<file path="src/rtl/button_conditioner.sv">
// button_conditioner
// Conditions the raw active-low push-button pins before they reach the button
// PIO: two-flop synchroniser, per-button debounce counter, one-cycle
// press/release pulses and a sticky press flag per button.
//
// Ports
//   clk_clk        system clock (same clock as soc_system)
//   reset_reset_n  synchronous active-low reset
//   buttons_raw_n  raw KEY pins, active-low, asynchronous to clk_clk
//   buttons_db_n   debounced level, active-low, to the button PIO
//   press_pulse    one-cycle pulse on a debounced 1->0 transition
//   release_pulse  one-cycle pulse on a debounced 0->1 transition
//   press_flag     sticky flag set by press_pulse
//   flag_clr       per-bit clear of press_flag (a simultaneous set wins)
module button_conditioner #(
  parameter int NUM_BUTTONS     = 3,
  parameter int DEBOUNCE_CYCLES = 500000,
  parameter int CNT_W           = 20
) (
  input  logic                   clk_clk,
  input  logic                   reset_reset_n,
  input  logic [NUM_BUTTONS-1:0] buttons_raw_n,
  output logic [NUM_BUTTONS-1:0] buttons_db_n,
  output logic [NUM_BUTTONS-1:0] press_pulse,
  output logic [NUM_BUTTONS-1:0] release_pulse,
  output logic [NUM_BUTTONS-1:0] press_flag,
  input  logic [NUM_BUTTONS-1:0] flag_clr
);

  localparam logic [CNT_W-1:0] CNT_TC = CNT_W'(DEBOUNCE_CYCLES - 1);

  logic [NUM_BUTTONS-1:0] s1;
  logic [NUM_BUTTONS-1:0] s2;
  logic [CNT_W-1:0]       cnt [NUM_BUTTONS];

  always_ff @(posedge clk_clk) begin
    if (!reset_reset_n) begin
      s1            <= '1;
      s2            <= '1;
      buttons_db_n  <= '1;
      press_pulse   <= '0;
      release_pulse <= '0;
      press_flag    <= '0;
      for (int i = 0; i < NUM_BUTTONS; i++) begin
        cnt[i] <= '0;
      end
    end else begin
      s1            <= buttons_raw_n;
      s2            <= s1;
      press_pulse   <= '0;
      release_pulse <= '0;
      for (int i = 0; i < NUM_BUTTONS; i++) begin
        // Any sample that agrees with the accepted level restarts the window,
        // so a single bounce costs a full debounce period.
        if (s2[i] == buttons_db_n[i]) begin
          cnt[i] <= '0;
        end else if (cnt[i] == CNT_TC) begin
          buttons_db_n[i]  <= s2[i];
          cnt[i]           <= '0;
          press_pulse[i]   <= ~s2[i];
          release_pulse[i] <= s2[i];
        end else begin
          cnt[i] <= cnt[i] + 1'b1;
        end
      end
      // Set has priority over clear.
      press_flag <= press_pulse | (press_flag & ~flag_clr);
    end
  end

endmodule

</file>
<file path="config.mk">
export PLATFORM = sky130hd
export DESIGN_NAME = button_conditioner
export DESIGN_NICKNAME = d
export VERILOG_FILES = /design/src/rtl/button_conditioner.sv
export SDC_FILE = /design/constraint.sdc
export NUM_CORES = 1
export LEC_CHECK = 0
export CAP_MARGIN = 20
export CORE_ASPECT_RATIO = 1.1
export CORE_UTILIZATION = 32
export CTS_BUF_LIST = sky130_fd_sc_hd__clkbuf_8
export DETAILED_ROUTE_END_ITERATION = 8
export GPL_TIMING_DRIVEN = 1
export SLEW_MARGIN = 30
export SYNTH_ARGS = -nofsm -noshare
export SYNTH_HDL_FRONTEND = slang
export SYNTH_SLANG_ARGS = --single-unit
</file>
<file path="constraint.sdc">
create_clock -name clk_clk -period 2.4 [get_ports clk_clk]
set_input_delay 0.48 -clock clk_clk [delete_from_list [all_inputs] [get_ports clk_clk]]
set_output_delay 0.48 -clock clk_clk [all_outputs]
set_load 0.03 [all_outputs]
</file>
==> results.ini, run 1 <==
[place]
preCtsSetupSlack_ns=0.2580
io_buffers=19
gp_congestion=0.7713
dp_hpwl_um=5299

[grt]
grt_first_pass_wirelength_um=12180
grt_pass1_vias=2711
grt_busiest_layer=met2
use_met2=0.1951
grt_max_degree=21
antenna_found_initial=0
grt-ovfl-total=0
grt_use_total=0.1212

[timing]
max_slew_margin=0.6012
setup_viol=0
period_needed_ns=2.158
finalHoldViolCount=0
fmax_mhz=463.4
slew_violations=0
worstMarginPinSlew_ns=0.5933
fin_skew_ns=0.01171
rsz0062_at_grt=no
final.setup.worst_slack_ns=0.2420
tns_ns=0
fin_crit_sh=0.8992

[clocking]
clkTransAtPathRegs_ns=0.08
worstSkewPairLatency_ns=0.36
cts_resized=0
cts_buffers=9
cts.htree.levels=3
cts_tree=done
post_cts_buffers=0
cts_hold_buf=0
clockBufferDepth=2
cts.sinks=78
clockRootBuffer=clkbuf_8

[floorplanning]
fp_util=0.3282
pin_count=20
chipWidth_um=107.9
core_um2=12030
die_h_um=118.5
rows=42
die_area_um2=12790

[power]
ir_drop_mv=0.2520
total_leakage_power_nw=1.587
pwr_density_cell_nw_per_um2=536.8

[route]
antenna_left=0
viasPerCell=4.704
drtIter0Drc=124
drc=0
first_pass_iters=6

[synthesis]
syn_inst=382
ys_area_um2=3950
ff_type=edfxtp_1
ys_warn_count=0
async_flop_share=0
ys_ff=78
avgSynthCellArea_um2=10.34
synth.cell_area_um2=3950
yosys.stat.seqShare=0.5474
edf_count=60
ys_cells=382
yosysUniqueCellTypes=40

[setup_path]
crit_family=simple AND/OR/NAND/NOR gates
critPathBufInv=1
arrival_ns=2.28
crit_path_max_incr_delay_ns=0.49
startpoint_type=register
worstPathRequired_ns=2.52
slowest_stage=o21bai_1
crit_chain=nor4_1 -> nand3_1 -> o21bai_1 -> buf_4 -> nor2_1
cp_max_fo=10
worstSetupPathType=reg2reg
crit_path_end_kind=register

[final_layout]
drive_gt1_frac=0.06992
area_growth_pct=19.61
layout_top_cell=nor2_1
lay_top_cells=nor2_1, edfxtp_1, conb_1
nets=478
diodes=0

[job]
cap_violations=0
warnings=26

[hold_path]
hold_class=reg2reg

[run_status]
status=complete, no violations

run 1: per-stage QoR:
step / total power, mW / hold slack, ns / std cells / utilization / area (um^2)
6_report: 2.536 / 0.4153 / 626 / 0.3926 / 4725
5_1_grt: 2.639 / 0.4363 / 626 / 0.3926 / 4725
4_1_cts: 2.561 / 0.4160 / 626 / 0.3926 / 4725
3_5_place_dp: 1.703 / 0.3964 / 610 / 0.3789 / 4559
3_3_place_gp: 1.700 / 0.3942 / 610 / 0.3789 / 4559
2_1_floorplan: 1.659 / 0.3863 / 441 / - / 4172
run 1: path summary, 6_finish.rpt:
| path | from | endpoint | slack [ns] | cells after the start |
|---|---|---|---|---|
| setup reg to reg | cnt[2][9]$_SDFFCE_PN0P_ | cnt[2][7]$_SDFFCE_PN0P_ | 0.24 | 5 |
| hold / removal | s1[1]$_SDFF_PN1_ | s2[1]$_SDFF_PN1_ | 0.42 | 1 |
| setup / recovery | cnt[2][9]$_SDFFCE_PN0P_ | cnt[2][7]$_SDFFCE_PN0P_ | 0.24 | 5 |
| hold reg to reg | s1[1]$_SDFF_PN1_ | s2[1]$_SDFF_PN1_ | 0.42 | 1 |
run 1: worst reg2reg max path: cells and delay by family, from the launching register on:
kind / cells / cell delay (ns)
AND/OR/NAND/NOR: 3 / 0.71
AND-OR/OR-AND: 1 / 0.49
buffers and inverters: 1 / 0.27
flip-flops: 1 / 0.45
run 1: power by group:
part	internal, mW	total [mW]	switching, mW
combinational	0.0536	0.119	0.0653
clock	0.366	0.859	0.494
sequential	1.50	1.56	0.0583
run 1: layout make-up:
cell class / instances / area, um^2
Fill cell: 1204 / 7310
Sequential cell: 78 / 2162
Multi-Input combinational cell: 338 / 1906
Timing Repair Buffer: 27 / 250.2
Tap cell: 154 / 192.7
Clock buffer: 9 / 123.9
Inverter: 13 / 48.80
Clock inverter: 7 / 41.29
run 1: per-layer routing:
layer,up-vias,share of wire
met3,12,0.035
li1,1501,-
met5,-,0
met1,1390,0.49
met4,0,0.017
met2,42,0.46
run 1: cell usage after synthesis (12+ instances only):
master | n | area, um^2
dfxtp_1 | 18 | 360.4
edfxtp_1 | 60 | 1802
inv_1 | 13 | 48.80
nand2_1 | 16 | 60.06
nand3_1 | 27 | 135.1
nand4_1 | 16 | 100.1
nor2_1 | 64 | 240.2
nor4_1 | 14 | 87.58
o21ai_0 | 13 | 65.06
or3_1 | 12 | 75.07
xnor2_1 | 31 | 271.5
xor2_1 | 12 | 105.1
run 1: logic make-up (layout without fill, tap and decap cells):
family	Yosys count	after routing	synth area share
compound gates	30	30	0.04403
xor+xnor	43	43	0.09534
fa+ha+maj	3	3	0.009504
buf+inv	25	56	0.02629
flops	78	78	0.5474
mux	2	2	0.005068
other cells	1	60	0.0009494
simple gates	200	200	0.2715
run 1: state kept, by name, indices dropped and copies added, names as in the netlist:
register       cells
s1                 3
release_pulse      3
cnt               60
press_pulse        3
buttons_db_n       3
press_flag         3
s2                 3
**Run 1: met3 routing**

Scale bar: 20 um. Cells faint in the background.
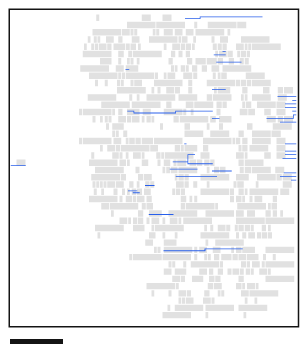
wire length on this layer: 255 um
main direction: horizontal
share of all routed wire: 3.5%
longest straight run: 23.2 um
GR Util met3: 0.03034
final WL: 7298 um

**Run 1: congestion heat map**

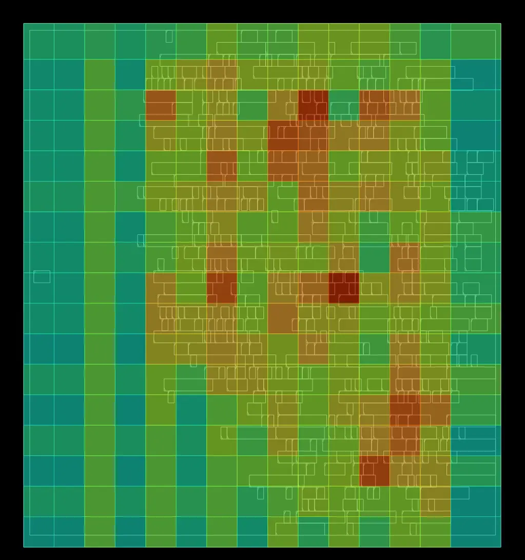
GR Util met1: 0.1561
DR WL/cell: 11.66 um

**Run 1: metal 4**

Scale bar: 20 um.
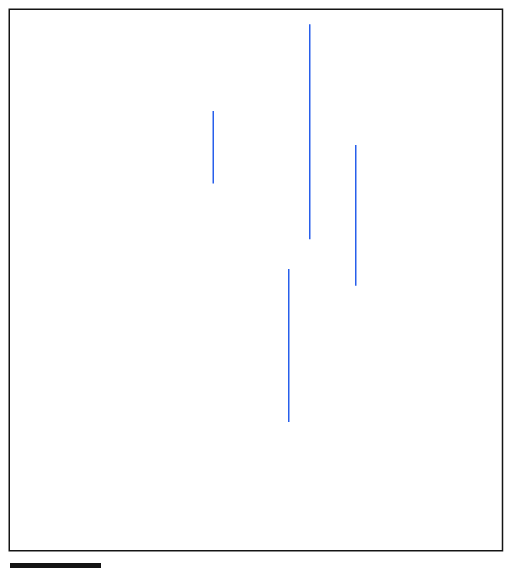
longest straight run: 46.9 um
wire length on this layer: 127 um
nets with wire on the layer: 2
main direction: vertical
share of all routed wire: 1.7%
via count: 2,945

--- run 2 (diff from run 1) ---
--- a/config.mk
+++ b/config.mk
@@ -5,6 +5,7 @@
 export SDC_FILE = /design/constraint.sdc
 export NUM_CORES = 1
 export LEC_CHECK = 0
+export ABC_AREA = 1
 export CAP_MARGIN = 20
 export CORE_ASPECT_RATIO = 1.1
 export CORE_UTILIZATION = 32
==> run 2 against run 1 <==
Effect of this change:
- the run now ends with design-rule violations left
- final area increased by 5.2%
- sequential share of layout area decreased by 2.3 points
- count of clock-buffer cells in the layout unchanged
- total power rose by 3.3%
- largest cell class unchanged
- sequential power about the same
- critical path type is now reg2out
==> results.ini, run 2 <==
[route]
first_pass_iters=8  ; +2
drc=2  ; +2
antenna_left=0  ; unchanged
drtIter0Drc=134  ; +8.1%
viasPerCell=4.322  ; -8.1%
wl_per_cell_um=10.72  ; -8.1%

[power]
swShare=0.2310  ; -0.01236
combPwrFrac=0.050  ; +0.003
p_int_mw=2.014  ; +5.0%
total_leakage_power_nw=1.862  ; +17%
seqPwrFrac=0.591  ; -0.023
switching_power_mw=0.6051  ; -2.0%
pwr_density_cell_nw_per_um2=526.8  ; -1.9%
ir_drop_mv=0.3056  ; +21%
clkPwrFrac=0.359  ; +0.020

[setup_path]
reg2reg_slack_ns=0.50  ; +0.26 ns
arrival_ns=1.50  ; -0.78 ns
crit_chain=clkdlybuf4s50_1
critPathLaunch=buttons_db_n[2]$_SDFFE_PN1P_
critPathBufInv=1  ; unchanged
worstReg2RegEnd=cnt[1][17]$_SDFFCE_PN0P_
crit_path_max_incr_delay_ns=0.71  ; +0.22 ns
crit_path_end_kind=output pin
reg2reg_depth=8  ; +3
cp.depth=1  ; -4
crit_end=buttons_db_n[2]
cp_max_fo=4  ; -6
worstPathRequired_ns=1.92  ; -0.60 ns
r2r-start=cnt[1][0]$_SDFFCE_PN0P_
slowest_stage=clkdlybuf4s50_1
worstSetupPathType=reg2out
crit_family=buffers and inverters
startpoint_type=register

[synthesis]
yosysTopAreaCellShare=0.4264  ; -0.02972
syn_inst=508  ; +33%
async_flop_share=0  ; unchanged
synth_top_cell_by_area=edfxtp_1
edf_count=60  ; unchanged
yosys-top-cells-count=nand2_1, nor2_1, edfxtp_1
top_cells_by_area=edfxtp_1, nand2_1, nor2_1
yosys.stat.seqShare=0.5117  ; -0.03566
top_cell=nand2_1
ys_cells=508  ; +33%
yosysUniqueCellTypes=29  ; -28%
ys_ff=78  ; unchanged
synth.cell_area_um2=4225  ; +7.0%
avgSynthCellArea_um2=8.318  ; -20%
ys_area_um2=4225  ; +7.0%
ys_warn_count=0  ; unchanged
ff_type=edfxtp_1

[final_layout]
drive_gt1_frac=0.08027  ; +0.01035
n_fill_cell=1302  ; +8.1%
lay_top_cells=nand2_1, nor2_1, edfxtp_1, conb_1, inv_1
largest_reg_flops=60  ; unchanged
postLayoutCellArea_um2=4972  ; +5.2%
nets=604  ; +26%
diodes=0  ; unchanged
area_growth_pct=17.68
layout_top_cell=nand2_1
regMostFlops=cnt

[job]
cap_violations=0  ; unchanged
warnings=26  ; unchanged

[place]
gp_congestion=0.8689  ; +13%
place_area_um2=4792  ; +5.1%
dp_hpwl_um=6208  ; +17%
io_buffers=19  ; unchanged

[floorplanning]
core_um2=12750  ; +6.0%
fp_util=0.3314  ; +0.003132
rows=43  ; +2.4%
die_h_um=122.5  ; +3.4%
die_area_um2=13670  ; +6.8%
pin_count=20  ; unchanged
chipWidth_um=111.6  ; +3.4%

[clocking]
cts_tree=done
cts_hold_buf=0  ; unchanged
worstSkewPairLatency_ns=0.35  ; about the same
cts_buffers=9  ; unchanged
clockRootBuffer=clkbuf_8
cts.sinks=78  ; unchanged
clkTransAtPathRegs_ns=0.08  ; about the same
post_cts_buffers=0  ; unchanged
clockBufferDepth=2  ; unchanged
cts.htree.levels=3  ; unchanged
cts_resized=0  ; unchanged

[hold_path]
min_from=s1[0]$_SDFF_PN1_
holdPathStages=1  ; unchanged
hold_class=reg2reg

[grt]
grt-ovfl-total=0  ; unchanged
grt_pass1_vias=3161  ; +17%
antenna_found_initial=0  ; unchanged
grt_first_pass_wirelength_um=13760  ; +13%
grt_max_degree=21  ; unchanged
grt_use_total=0.1282  ; +0.007066

[timing]
fin_crit_sh=0.8250  ; -0.07418
fmax_mhz=505.1  ; +9.0%
setup_viol=0  ; unchanged
period_needed_ns=1.980  ; -0.1780 ns
finalHoldViolCount=0  ; unchanged
fin_skew_ns=0.007752  ; -0.003957 ns
slew_violations=0  ; unchanged
tns_ns=0  ; unchanged
rsz0062_at_grt=no

[run_status]
status=finished, violations left
violations=design-rule violations

==> run 2: power groups by stage <==
| stage | clock (mW) | sequential (mW) | combinational, mW |
|---|---|---|---|
| after floorplan | 0 | 1.56 | 0.102 |
| after global placement | 0 | 1.58 | 0.126 |
| after detailed placement | 0 | 1.58 | 0.128 |
| after global routing | 1.02 | 1.56 | 0.151 |
| final | 0.941 | 1.55 | 0.130 |
| after CTS | 0.981 | 1.55 | 0.129 |
==> run 2: area by class of cell <==
type / count / area (um^2) / share of cell area
timing repair buffer: 20 / 197.7 / 0.03976
multi-input combinational: 438 / 2063 / 0.4149
sequential: 78 / 2162 / 0.4348
clock buffer: 9 / 123.9 / 0.02491
clock inverter: 7 / 56.30 / 0.01132
tap: 157 / 196.4 / 0.03951
inverter: 46 / 172.7 / 0.03473
==> run 2: kinds of logic after synthesis <==
family	count (synthesis)	synth area share
compound gates	31	0.04382
xor+xnor	30	0.06218
fa+ha+maj	3	0.008885
buf+inv	51	0.05241
flops	78	0.5117
other cells	1	0.0008875
simple gates	314	0.3201
==> run 2: how the worst min path moves through the flow <==
| stage | end | slack, ns |
|---|---|---|
| floorplan | s2[0]$_SDFF_PN1_ | 0.39 |
| global placement | s2[1]$_SDFF_PN1_ | 0.40 |
| detailed placement | s2[0]$_SDFF_PN1_ | 0.41 |
| CTS | s2[0]$_SDFF_PN1_ | 0.43 |
| global route | s2[0]$_SDFF_PN1_ | 0.44 |
| finish | s2[0]$_SDFF_PN1_ | 0.43 |
==> run 2: routing by layer <==
layer  wire length (um)  part of all wire  vias up  GRT usage
li1                   -                 -     1739          -
met1               3877              0.48     1471     0.1534
met2               3767              0.47       39     0.2188
met3                222             0.027       14    0.02272
met4                223             0.028        0    0.07432
met5                  0                 0        -          0
==> run 2: per-stage QoR <==
| step | setup slack, ns | hold slack, ns | power (mW) | std cells | utilization |
|---|---|---|---|---|---|
| 6_report | 0.4200 | 0.4267 | 2.619 | 755 | 0.3900 |
| 5_1_grt | 0.3366 | 0.4449 | 2.731 | 755 | 0.3900 |
| 2_1_floorplan | 0.8618 | 0.3925 | 1.666 | 567 | - |
| 3_5_place_dp | 0.3139 | 0.4100 | 1.707 | 739 | 0.3758 |
| 3_3_place_gp | 0.3804 | 0.4007 | 1.702 | 739 | 0.3758 |
| 4_1_cts | 0.4092 | 0.4285 | 2.658 | 755 | 0.3900 |
**Run 2: met3 routing**

Scale bar: 20 um. Cells faint in the background.
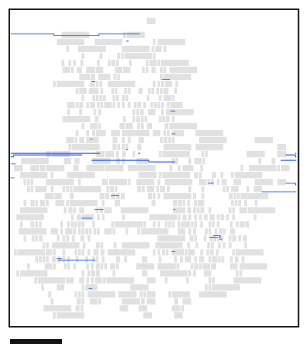
longest straight run: 34.3 um
nets with wire on the layer: 21
via count: 3,263
final WL: 8090 um
GR Util met3: 0.02272

**Run 2: metal 4**

Scale bar: 20 um.
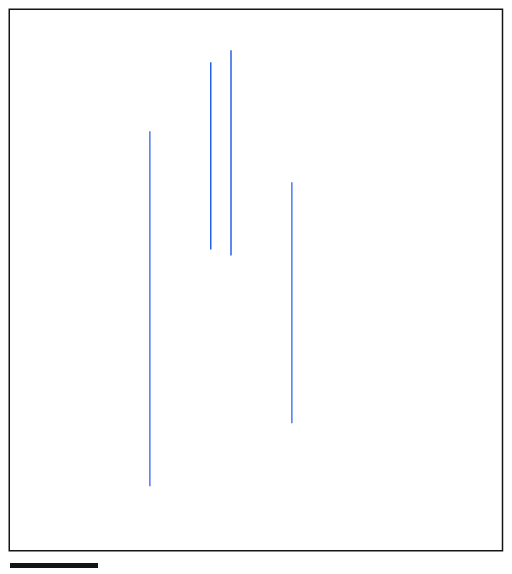
wire length on this layer: 223 um
main direction: vertical

--- run 3 (diff from run 2) ---
==> constraint.sdc (replaced) <==
create_clock -name clk_clk -period 1.7 [get_ports clk_clk]
set_input_delay 0.34 -clock clk_clk [delete_from_list [all_inputs] [get_ports clk_clk]]
set_output_delay 0.34 -clock clk_clk [all_outputs]
set_load 0.03 [all_outputs]
==> run 3 against run 2 <==
Effect of this change:
- the flow still finishes with violations (design-rule violations)
- highest routed layer unchanged
- count of clock-buffer cells in the layout did not move
- routed wire length rose by 2.6%
- sequential power rose by 41%
- sequential cell count did not move
- critical path type is now reg2reg
- critical path depth rose by 7
==> results.ini, run 3 <==
[synthesis]
synthAoiAreaFrac=0.04383  ; unchanged
synth.cell_area_um2=4225  ; unchanged
top_cells_by_area=edfxtp_1, nand2_1, nor2_1
yosys.area_share.simple=0.3201  ; unchanged
ys_ff=78  ; unchanged
topCombFamilyByArea=simple AND/OR/NAND/NOR gates
yosys.stat.seqShare=0.5117  ; unchanged
ys_area_um2=4225  ; unchanged
synth_top_cell_by_area=edfxtp_1
synth_adder_area_share=0.008884  ; unchanged
yosys-top-cells-count=nand2_1, nor2_1, edfxtp_1
async_flop_share=0  ; unchanged
yosysTopAreaCellShare=0.4264  ; unchanged
mux_share=0  ; unchanged
edf_count=60  ; unchanged
syn_inst=508  ; unchanged
ff_type=edfxtp_1
avgSynthCellArea_um2=8.318  ; unchanged
ys_warn_count=0  ; unchanged
yosysUniqueCellTypes=29  ; unchanged
ys_cells=508  ; unchanged
synth-xor-area-share=0.06219  ; unchanged

[route]
first_pass_iters=6  ; -2
viasPerCell=4.401  ; +1.8%
antenna_left=0  ; unchanged
drc=4  ; +2
wl_per_cell_um=10.77  ; +0.49%
drtIter0Drc=157  ; +17%

[final_layout]
diodes=0  ; unchanged
postLayoutCellArea_um2=5156  ; +3.7%
final_cells=771  ; +2.1%
n_fill_cell=1301  ; -0.077%
final_core_util=0.4044  ; +0.01442
drive_gt1_frac=0.1189  ; +0.03862
largest_reg_flops=60  ; unchanged
lay_top_cells=nand2_1, nor2_1, edfxtp_1, conb_1, inv_1
nets=620  ; +2.6%
area_growth_pct=22.03
regMostFlops=cnt
layout_top_cell=nand2_1

[grt]
grt_max_degree=21  ; unchanged
grt_use_total=0.1332  ; +0.004943
grt-ovfl-total=0  ; unchanged
grt_first_pass_wirelength_um=14270  ; +3.7%
grt_pass1_vias=3241  ; +2.5%
antenna_found_initial=0  ; unchanged

[floorplanning]
chipWidth_um=111.6  ; unchanged
die_area_um2=13670  ; unchanged
die_h_um=122.5  ; unchanged
core_um2=12750  ; unchanged
rows=43  ; unchanged
fp_util=0.3314  ; unchanged
pin_count=20  ; unchanged

[clocking]
clockRootBuffer=clkbuf_8
cts.htree.levels=3  ; unchanged
cts_buffers=9  ; unchanged
worstSkewPairLatency_ns=0.37  ; +0.02 ns
cts_tree=done
cts.sinks=78  ; unchanged
clockBufferDepth=2  ; unchanged

[setup_path]
startpoint_type=register
crit_path_end_kind=register
arrival_ns=1.70  ; +0.20 ns
worstSetupPathType=reg2reg
worstPathRequired_ns=1.82  ; -0.10 ns
cp_max_fo=4  ; unchanged

[job]
warnings=27  ; +3.8%
cap_violations=0  ; unchanged

[timing]
period_needed_ns=1.583
fmax_mhz=631.5
fin_crit_sh=0.9315
final.setup.worst_slack_ns=0.1165  ; -0.3035 ns
slew_violations=0  ; unchanged
setup_viol=0  ; unchanged
rsz0062_at_grt=yes
fin_skew_ns=0.01305  ; +0.005300 ns
finalHoldViolCount=0  ; unchanged

[place]
dp_hpwl_um=6355  ; +2.4%
place_area_um2=4895  ; +2.1%
post-place-cells=751  ; +1.6%
io_buffers=19  ; unchanged
preCtsSetupSlack_ns=-0.1923  ; -0.5062 ns
gp_congestion=0.8641  ; -0.55%

[run_status]
violations=design-rule violations
status=finished, violations left

[power]
ir_drop_mv=0.3175  ; +3.9%
p_int_mw=3.026  ; +50%
seqPwrFrac=0.557  ; -0.034
clkPwrFrac=0.389  ; +0.030
combPwrFrac=0.054  ; +0.004
total_leakage_power_nw=2.009  ; +7.9%
pwr_density_cell_nw_per_um2=759.3  ; +44%
swShare=0.2271  ; -0.003875
switching_power_mw=0.8893  ; +47%

[hold_path]
hold_class=reg2reg

-- run 3: final timing paths --
check / from / depth (start not counted) / to / slack (ns)
max: cnt[2][0]$_SDFFCE_PN0P_ / 8 / cnt[2][12]$_SDFFCE_PN0P_ / 0.12
min: s1[0]$_SDFF_PN1_ / 1 / s2[0]$_SDFF_PN1_ / 0.42
max reg2reg: cnt[2][0]$_SDFFCE_PN0P_ / 8 / cnt[2][12]$_SDFFCE_PN0P_ / 0.12
min reg2reg: s1[0]$_SDFF_PN1_ / 1 / s2[0]$_SDFF_PN1_ / 0.42
-- run 3: worst max-delay path, cell delays in order, from the launching register on --
cell and delay (ns):
edfxtp_1 0.42, ha_1 0.24, nand2_1 0.15, nor2_2 0.07, nand2_2 0.12, inv_2 0.06
nand2_1 0.07, xor2_1 0.16, nor2_1 0.05
-- run 3: metal layers --
layer	vias up	share of wire	track usage
li1	1776	-	-
met5	-	0	0
met1	1563	0.47	0.1561
met3	14	0.036	0.03358
met2	40	0.47	0.2277
met4	0	0.023	0.06757
-- run 3: layout make-up --
class | count | area (um^2) | share of cell area
tap | 157 | 196.4 | 0.03810
inverter | 46 | 172.7 | 0.03349
clock buffer | 9 | 123.9 | 0.02402
multi-input combinational | 438 | 2086 | 0.4045
timing repair buffer | 36 | 326.6 | 0.06333
clock inverter | 7 | 88.84 | 0.01723
sequential | 78 | 2162 | 0.4193
-- run 3: power groups by stage --
stage,sequential [mW],combinational (mW),clock [mW]
after floorplan,2.21,0.144,0
after global placement,2.22,0.197,0
after detailed placement,2.23,0.201,0
after CTS,2.18,0.203,1.57
after global routing,2.19,0.245,1.65
final,2.18,0.212,1.52
-- run 3: per-stage QoR --
| stage | total power [mW] | setup TNS, ns | hold WS [ns] |
|---|---|---|---|
| 2_1_floorplan | 2.352 | 0 | 0.3925 |
| 3_3_place_gp | 2.420 | -1.491 | 0.3997 |
| 3_5_place_dp | 2.428 | -4.490 | 0.4026 |
| 4_1_cts | 3.958 | 0 | 0.4219 |
| 5_1_grt | 4.085 | -0.03974 | 0.4421 |
| 6_report | 3.915 | 0 | 0.4184 |
-- run 3: what timing repair did --
action	in CTS	in global routing
resized	12	12
hold buffers	0	0
pin swaps	0	2
setup buffers	0	4
endpoints found under the setup margin	22	61
-- run 3: kinds of logic after synthesis --
logic type	count (synthesis)
and+or+nand+nor	314
DFF	78
adders and majority gates	3
AOI/OAI and AO/OA	31
buffers and inverters	51
xor gates and xnor gates	30
other	1
**Run 3: metal 4**

Scale bar: 20 um.
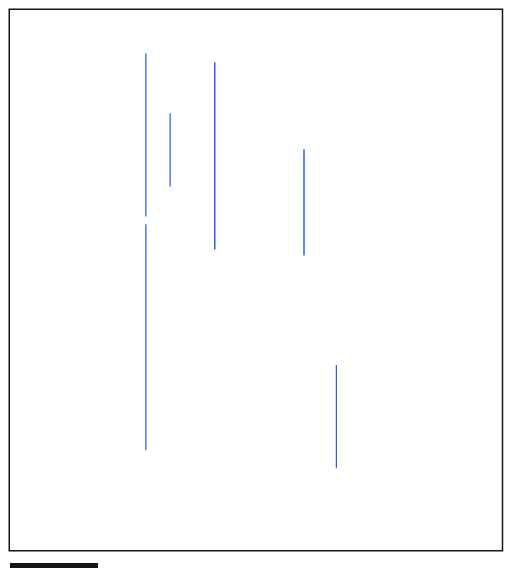
share of all routed wire: 2.3%
main direction: vertical
final WL: 8302 um
via count: 3,393

**Run 3: met2 routing**

Scale bar: 20 um. Cells faint in the background.
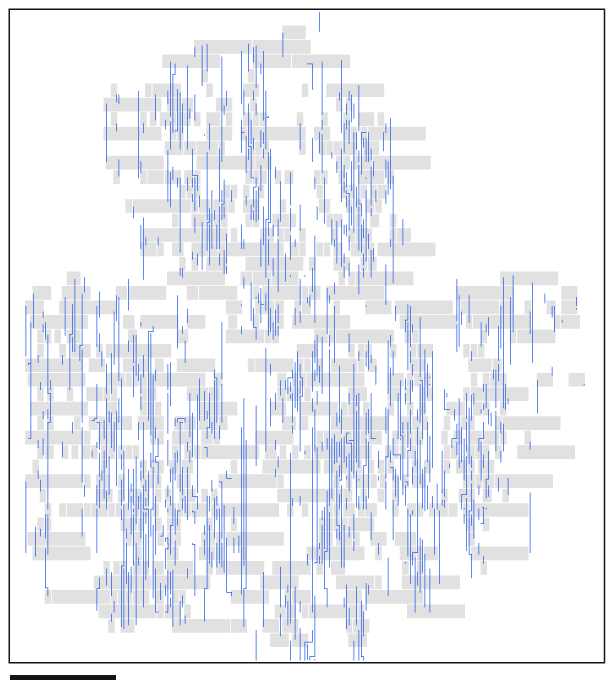
main direction: vertical
wire length on this layer: 3,940 um
nets with wire on the layer: 509
share of all routed wire: 47%
GRT met2 Usage: 0.2277

No activity file was given, so power comes from the tool's default toggle rates.
